--- config.mk ---
export PLATFORM = sky130hd
export DESIGN_NAME = vga_pattern_gen
export DESIGN_NICKNAME = d
export VERILOG_FILES = /design/src/rtl/vga_pkg.sv /design/src/rtl/vga_timing.sv /design/src/rtl/vga_pattern_gen.sv
export SDC_FILE = /design/constraint.sdc
export NUM_CORES = 1
export LEC_CHECK = 0
export ABC_AREA = 1
export CORE_MARGIN = 5
export CORE_UTILIZATION = 40
export CTS_BUF_LIST = sky130_fd_sc_hd__clkbuf_2
export DETAILED_ROUTE_END_ITERATION = 7
export PLACE_DENSITY = 0.59
export SLEW_MARGIN = 10
export SYNTH_ARGS = -nofsm -noshare
export SYNTH_HDL_FRONTEND = slang
export SYNTH_SLANG_ARGS = --single-unit
--- constraint.sdc ---
create_clock -name clk_pix -period 2.7 [get_ports clk_pix]
set_input_delay 0.27 -clock clk_pix [delete_from_list [all_inputs] [get_ports clk_pix]]
set_output_delay 0.27 -clock clk_pix [all_outputs]
set_load 0.05 [all_outputs]
--- src/rtl/vga_pkg.sv ---
// Shared VGA definitions: pattern mode encoding, default 1366x768 timing, box-motion helper.
// Pure declarations; no timing or backpressure implications.
package vga_pkg;

  localparam int CNT_W = 12;

  typedef enum logic [1:0] {
    MODE_BARS  = 2'd0,
    MODE_CHECK = 2'd1,
    MODE_GRAD  = 2'd2,
    MODE_BOX   = 2'd3
  } mode_e;

  localparam int DEF_H_ACTIVE = 1366;
  localparam int DEF_H_FP     = 14;
  localparam int DEF_H_SYNC   = 56;
  localparam int DEF_H_BP     = 64;
  localparam int DEF_V_ACTIVE = 768;
  localparam int DEF_V_FP     = 1;
  localparam int DEF_V_SYNC   = 3;
  localparam int DEF_V_BP     = 28;

  // One bounce step: returns {fwd_next, pos_next}; a zero-width range pins the box.
  function automatic logic [CNT_W:0] box_step(input logic [CNT_W-1:0] pos,
                                              input logic             fwd,
                                              input logic [CNT_W-1:0] lim);
    logic [CNT_W-1:0] nxt;
    logic             nfwd;
    nxt  = fwd ? pos + 1'b1 : pos - 1'b1;
    nfwd = fwd;
    if (fwd && (nxt == lim)) begin
      nfwd = 1'b0;
    end else if (!fwd && (nxt == '0)) begin
      nfwd = 1'b1;
    end
    if (lim == '0) begin
      nxt  = pos;
      nfwd = fwd;
    end
    return {nfwd, nxt};
  endfunction

endpackage

--- src/rtl/vga_timing.sv ---
// Raster counters with combinational sync/de decode of the current counter position.
// Zero latency (decode follows counters); free-running, no backpressure.
module vga_timing
  import vga_pkg::*;
#(
  parameter int H_ACTIVE = DEF_H_ACTIVE,
  parameter int H_FP     = DEF_H_FP,
  parameter int H_SYNC   = DEF_H_SYNC,
  parameter int H_BP     = DEF_H_BP,
  parameter int V_ACTIVE = DEF_V_ACTIVE,
  parameter int V_FP     = DEF_V_FP,
  parameter int V_SYNC   = DEF_V_SYNC,
  parameter int V_BP     = DEF_V_BP
) (
  input  logic             clk_pix,
  input  logic             rst_n,
  output logic [CNT_W-1:0] sx,
  output logic [CNT_W-1:0] sy,
  output logic             hs_act,
  output logic             vs_act,
  output logic             de,
  output logic             line_end,
  output logic             frame_end
);

  localparam logic [CNT_W-1:0] LINE   = CNT_W'(H_ACTIVE + H_FP + H_SYNC + H_BP - 1);
  localparam logic [CNT_W-1:0] SCREEN = CNT_W'(V_ACTIVE + V_FP + V_SYNC + V_BP - 1);
  localparam logic [CNT_W-1:0] HA     = CNT_W'(H_ACTIVE);
  localparam logic [CNT_W-1:0] VA     = CNT_W'(V_ACTIVE);
  localparam logic [CNT_W-1:0] HS_BEG = CNT_W'(H_ACTIVE + H_FP);
  localparam logic [CNT_W-1:0] HS_END = CNT_W'(H_ACTIVE + H_FP + H_SYNC - 1);
  localparam logic [CNT_W-1:0] VS_BEG = CNT_W'(V_ACTIVE + V_FP);
  localparam logic [CNT_W-1:0] VS_END = CNT_W'(V_ACTIVE + V_FP + V_SYNC - 1);

  assign line_end  = (sx == LINE);
  assign frame_end = line_end && (sy == SCREEN);

  always_ff @(posedge clk_pix or negedge rst_n) begin
    if (!rst_n) begin
      sx <= '0;
      sy <= '0;
    end else if (line_end) begin
      sx <= '0;
      sy <= frame_end ? '0 : sy + 1'b1;
    end else begin
      sx <= sx + 1'b1;
    end
  end

  assign hs_act = (sx >= HS_BEG) && (sx <= HS_END);
  assign vs_act = (sy >= VS_BEG) && (sy <= VS_END);
  assign de     = (sx < HA) && (sy < VA);

endmodule

--- src/rtl/vga_pattern_gen.sv ---
// Test-pattern generator: bars / checker / gradient / bouncing box over a parameterised raster.
// All outputs registered 1 cycle after their counter value; free-running, no backpressure.
module vga_pattern_gen
  import vga_pkg::*;
#(
  parameter int H_ACTIVE   = DEF_H_ACTIVE,
  parameter int H_FP       = DEF_H_FP,
  parameter int H_SYNC     = DEF_H_SYNC,
  parameter int H_BP       = DEF_H_BP,
  parameter int V_ACTIVE   = DEF_V_ACTIVE,
  parameter int V_FP       = DEF_V_FP,
  parameter int V_SYNC     = DEF_V_SYNC,
  parameter int V_BP       = DEF_V_BP,
  parameter bit HS_POL     = 1'b1,
  parameter bit VS_POL     = 1'b1,
  parameter int COLOR_W    = 1,
  parameter int BOX_SIZE   = 64,
  parameter int CHECK_LOG2 = 5
) (
  input  logic               clk_pix,
  input  logic               rst_n,
  input  logic [1:0]         mode,
  output logic               hsync,
  output logic               vsync,
  output logic               de,
  output logic [COLOR_W-1:0] vga_r,
  output logic [COLOR_W-1:0] vga_g,
  output logic [COLOR_W-1:0] vga_b,
  output logic [11:0]        sx_o,
  output logic [11:0]        sy_o,
  output logic               frame_start,
  output logic [15:0]        frame_cnt
);

  localparam int               BAR_W    = H_ACTIVE / 8;
  localparam logic [CNT_W-1:0] BAR_LAST = CNT_W'(BAR_W - 1);
  localparam logic [CNT_W-1:0] BX_MAX   = CNT_W'(H_ACTIVE - BOX_SIZE);
  localparam logic [CNT_W-1:0] BY_MAX   = CNT_W'(V_ACTIVE - BOX_SIZE);
  localparam logic [CNT_W:0]   BOX_EXT  = (CNT_W+1)'(BOX_SIZE);
  localparam logic [COLOR_W-1:0] FULL   = '1;

  logic [CNT_W-1:0] sx, sy;
  logic             hs_act, vs_act, de_c, line_end, frame_end;

  vga_timing #(
    .H_ACTIVE (H_ACTIVE),
    .H_FP     (H_FP),
    .H_SYNC   (H_SYNC),
    .H_BP     (H_BP),
    .V_ACTIVE (V_ACTIVE),
    .V_FP     (V_FP),
    .V_SYNC   (V_SYNC),
    .V_BP     (V_BP)
  ) u_timing (
    .clk_pix   (clk_pix),
    .rst_n     (rst_n),
    .sx        (sx),
    .sy        (sy),
    .hs_act    (hs_act),
    .vs_act    (vs_act),
    .de        (de_c),
    .line_end  (line_end),
    .frame_end (frame_end)
  );

  // Bar index tracks sx without a divider; saturating at 7 lets the last bar absorb the remainder.
  logic [CNT_W-1:0] bar_pos;
  logic [2:0]       bar_idx;

  always_ff @(posedge clk_pix or negedge rst_n) begin
    if (!rst_n) begin
      bar_pos <= '0;
      bar_idx <= '0;
    end else if (line_end) begin
      bar_pos <= '0;
      bar_idx <= '0;
    end else if (bar_pos == BAR_LAST) begin
      bar_pos <= '0;
      if (bar_idx != 3'd7) bar_idx <= bar_idx + 3'd1;
    end else begin
      bar_pos <= bar_pos + 1'b1;
    end
  end

  // Frame-boundary state: mode latch, box motion and frame counter all change together.
  mode_e            mode_q;
  logic [CNT_W-1:0] bx, by;
  logic             bx_fwd, by_fwd;

  always_ff @(posedge clk_pix or negedge rst_n) begin
    if (!rst_n) begin
      mode_q    <= MODE_BARS;
      bx        <= '0;
      by        <= '0;
      bx_fwd    <= 1'b1;
      by_fwd    <= 1'b1;
      frame_cnt <= '0;
    end else if (frame_end) begin
      mode_q           <= mode_e'(mode);
      {bx_fwd, bx}     <= box_step(bx, bx_fwd, BX_MAX);
      {by_fwd, by}     <= box_step(by, by_fwd, BY_MAX);
      frame_cnt        <= frame_cnt + 16'd1;
    end
  end

  logic [CNT_W:0] bx_end, by_end;
  logic           in_box;

  assign bx_end = {1'b0, bx} + BOX_EXT;
  assign by_end = {1'b0, by} + BOX_EXT;
  assign in_box = (sx >= bx) && ({1'b0, sx} < bx_end) &&
                  (sy >= by) && ({1'b0, sy} < by_end);

  logic [COLOR_W-1:0] pix_r, pix_g, pix_b;

  always_comb begin
    pix_r = '0;
    pix_g = '0;
    pix_b = '0;
    if (de_c) begin
      case (mode_q)
        MODE_BARS: begin
          pix_r = {COLOR_W{bar_idx[2]}};
          pix_g = {COLOR_W{bar_idx[1]}};
          pix_b = {COLOR_W{bar_idx[0]}};
        end
        MODE_CHECK: begin
          if (sx[CHECK_LOG2] ^ sy[CHECK_LOG2]) begin
            pix_r = FULL;
            pix_g = FULL;
            pix_b = FULL;
          end
        end
        MODE_GRAD: begin
          pix_r = sx[COLOR_W-1:0];
          pix_g = sx[COLOR_W-1:0];
          pix_b = sx[COLOR_W-1:0];
        end
        MODE_BOX: begin
          pix_b = FULL;
          if (in_box) begin
            pix_r = FULL;
            pix_g = FULL;
          end
        end
        default: ;
      endcase
    end
  end

  always_ff @(posedge clk_pix or negedge rst_n) begin
    if (!rst_n) begin
      hsync       <= ~HS_POL;
      vsync       <= ~VS_POL;
      de          <= 1'b0;
      vga_r       <= '0;
      vga_g       <= '0;
      vga_b       <= '0;
      sx_o        <= '0;
      sy_o        <= '0;
      frame_start <= 1'b0;
    end else begin
      hsync       <= hs_act ? HS_POL : ~HS_POL;
      vsync       <= vs_act ? VS_POL : ~VS_POL;
      de          <= de_c;
      vga_r       <= pix_r;
      vga_g       <= pix_g;
      vga_b       <= pix_b;
      sx_o        <= sx;
      sy_o        <= sy;
      frame_start <= (sx == '0) && (sy == '0);
    end
  end

endmodule
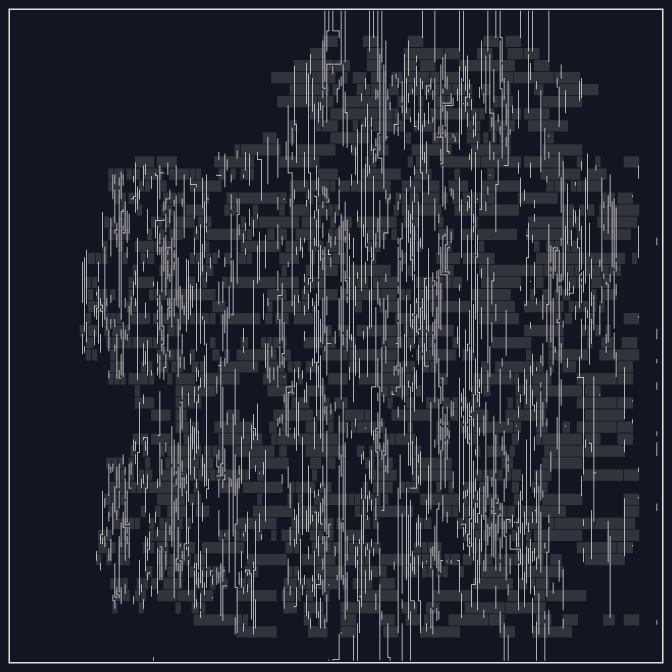
*Signal wires on met2*
main direction	vertical
longest straight run	45.6 um
wire length on this layer	7820 um
nets with wire on the layer	856
share of all routed wire	45%

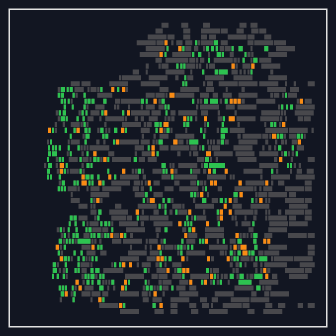
*Logic cells by family*
family	colour	cells
NAND gates	green	327
inverting AOI/OAI gates	orange	102
most frequent logic cell in the layout: nand2_1
Layout Cells excl Fill: 1286
Comb/total area: 0.472

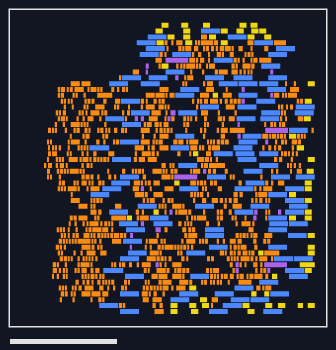
*Placement by cell class*
Bar = 50 um.
class	colour	cells
flops	blue	114
clock drivers and dummy loads	purple	32
other buffers and delay cells	yellow	61
combinational and other logic	orange	844

[per-layer routing]
layer,share of wire,vias up,track usage
li1,-,3285,-
met1,0.50,2862,0.225
met2,0.45,82,0.263
met3,0.032,17,0.0308
met4,0.014,0,0.0550
met5,0,-,0
[worst max-delay path, delay by kind of cell, from the launching register on]
kind,cells,cell delay [ps]
compound gates,1,130
buf+inv,1,220
flops,1,580
simple gates,9,950
fa+ha+maj,1,480
[what timing repair did]
action | 4_1_cts | 5_1_grt
buffers inserted | 0 | 0
hold buffers | 1 | 0
resized | 0 | 0
hold endpoints to repair | 110 | 0
[final cells by class]
cell class / count / area [sq um]
flip-flops and latches: 114 / 2860
clock inverters: 13 / 166
inverters: 150 / 563
repair buffers: 61 / 596
multi-input cells: 694 / 4090
well taps: 234 / 293
diodes: 1 / 2.50
fillers: 1894 / 9990
clock buffers: 19 / 95.1
[final timing paths]
kind                                      from             end  slack [ps]  cells after the start
worst min-delay path                     rst_n  u_timing.sx[7]          60                      2
worst min register to register  u_timing.sx[0]         sx_o[0]         480                      0
worst max register to register          by_fwd          by_fwd         280                     12
max in group asynchronous                rst_n      bar_pos[4]        1940                      3
worst max-delay path                    by_fwd          by_fwd         280                     12
min in group clk_pix                   mode[1]       mode_q[1]         140                      3
[flip-flops by register name, indices dropped and copies added (netlist names), 2 cells and up]
name and count:
bar_idx 3, bar_pos 12, bx 12, by 12, frame_cnt 16, mode_q 2, sx_o 12, sy_o 12
u_timing.sx 12, u_timing.sy 12
[layout by cell type, fill, tap and decap left out, drive strengths merged]
cell type and count:
nand2 231, inv 148, dfrtp 112, nor2 109, ha 71, nand3 70, clkdlybuf4s50 49, o21ai 46
a21oi 45, xor2 28, nand4 25, nor3 23, clkbuf 19, buf 11, xnor2 11, clkinv 9
o21a 7, nor4 6, bufinv 4, a31oi 3, o21bai 3, nor3b 2, a21o 2, fa 2
dfstp 2, clkinvlp 2, diode 1, or2 1, o311ai 1, a22oi 1, a2111oi 1, a31o 1
and2 1, o211ai 1, o211a 1, a211oi 1, nand3b 1, dlygate4sd3 1
[where the power goes]
group	switching [mW]	internal [mW]	total, mW
Sequential	0	1.71	1.71
Combinational	0.0335	0.00833	0.0418
Clock	0.661	0.600	1.26
Total	0.694	2.32	3.01
[cell families after synthesis]
family	Yosys count	share of synthesized area
AND/OR/NAND/NOR	469	0.289
buffers and inverters	156	0.0779
flip-flops	114	0.379
AND-OR/OR-AND	113	0.0828
adder cells (fa/ha/maj)	73	0.123
XOR/XNOR	39	0.0474
[cells in the mapped netlist (3+ instances only)]
cell,instances,area (sq um)
xnor2_1,9,78.8
inv_1,142,533
nor2_4,4,45.0
o21ai_0,41,205
clkbuf_1,5,18.8
o21a_1,7,52.6
nor2_1,97,364
nand3_1,67,335
inv_2,6,22.5
nand2_1,221,830
o21bai_1,3,22.5
nor4_1,5,31.3
nand2_2,7,43.8
xor2_1,28,245
nor2_2,6,37.5
o21ai_1,5,25.0
nand4_1,22,138
ha_1,71,888
nand2_4,3,33.8
a31oi_1,3,18.8
a21oi_1,45,225
nor3_1,19,95.1
nor3_2,3,30.0
dfrtp_1,112,2800
==> impl_metrics.tcl <==
# flow metrics
set metrics [dict create \
    grt.total_usage 0.164 \
    synth_nets 1041 \
    drv_cap 0 \
    viasPerCell 4.86 \
    utilization 0.464 \
    clkLatencyLatePin_ps 710 \
    first_global_vias 5856 \
    finalClockSkew_ps 28.6 \
    power.density_nw_per_um2 348 \
    outcome "complete, no violations" \
    antenna_left 0 \
    setup_viol 0 \
    die-area_sq_um 21700 \
    dp.cells 1252 \
    cts_max_level 4 \
    grt_pass1_wl_um 28900 \
    cts.sinks 114 \
    timing.hold.ws_ps 59.9 \
    synth_cell_types 48 \
    portBuffers 50 \
    boundaryPins 51 \
    dr.first_iter.drc_count 368 \
    wl_per_cell_um 13.4 \
    area_growth_pct 15.0 \
    cts_tree "yes" \
    die_w_um 147 \
    synthCells 964 \
    crit_path_end_kind "register" \
    drc 0 \
    max-slew-margin-rel 0.619 \
    synth_flop_count 114 \
    arrival_ps 3060 \
    async_reset_ff_frac 1.00 \
    warning_count 35 \
    syn_avg_cell_area_sq_um 7.81 \
    initCoreUtil 0.404 \
    fmax_mhz 413 \
    startpoint_type "register" \
    setup_tns_ps 0 \
    routed-via-count 6246 \
    design_area_sq_um 8660 \
    postSynthSeqShare 0.379 \
    required_ps 3340 \
    dieHeight_um 147 \
    ys_area_sq_um 7530 \
    edf_count 0 \
    critPathKind "register to register" \
    cp_cell_sequence "inv_1 -> ha_1 -> nand3_1 -> nand3_1 -> nand2_1 -> nand2_1 -> nand3_1 -> nor2_1 -> nand3_1 -> nor2_1 -> nand3_1 -> a21oi_1" \
]
Power is estimated from default activity; no workload was simulated.
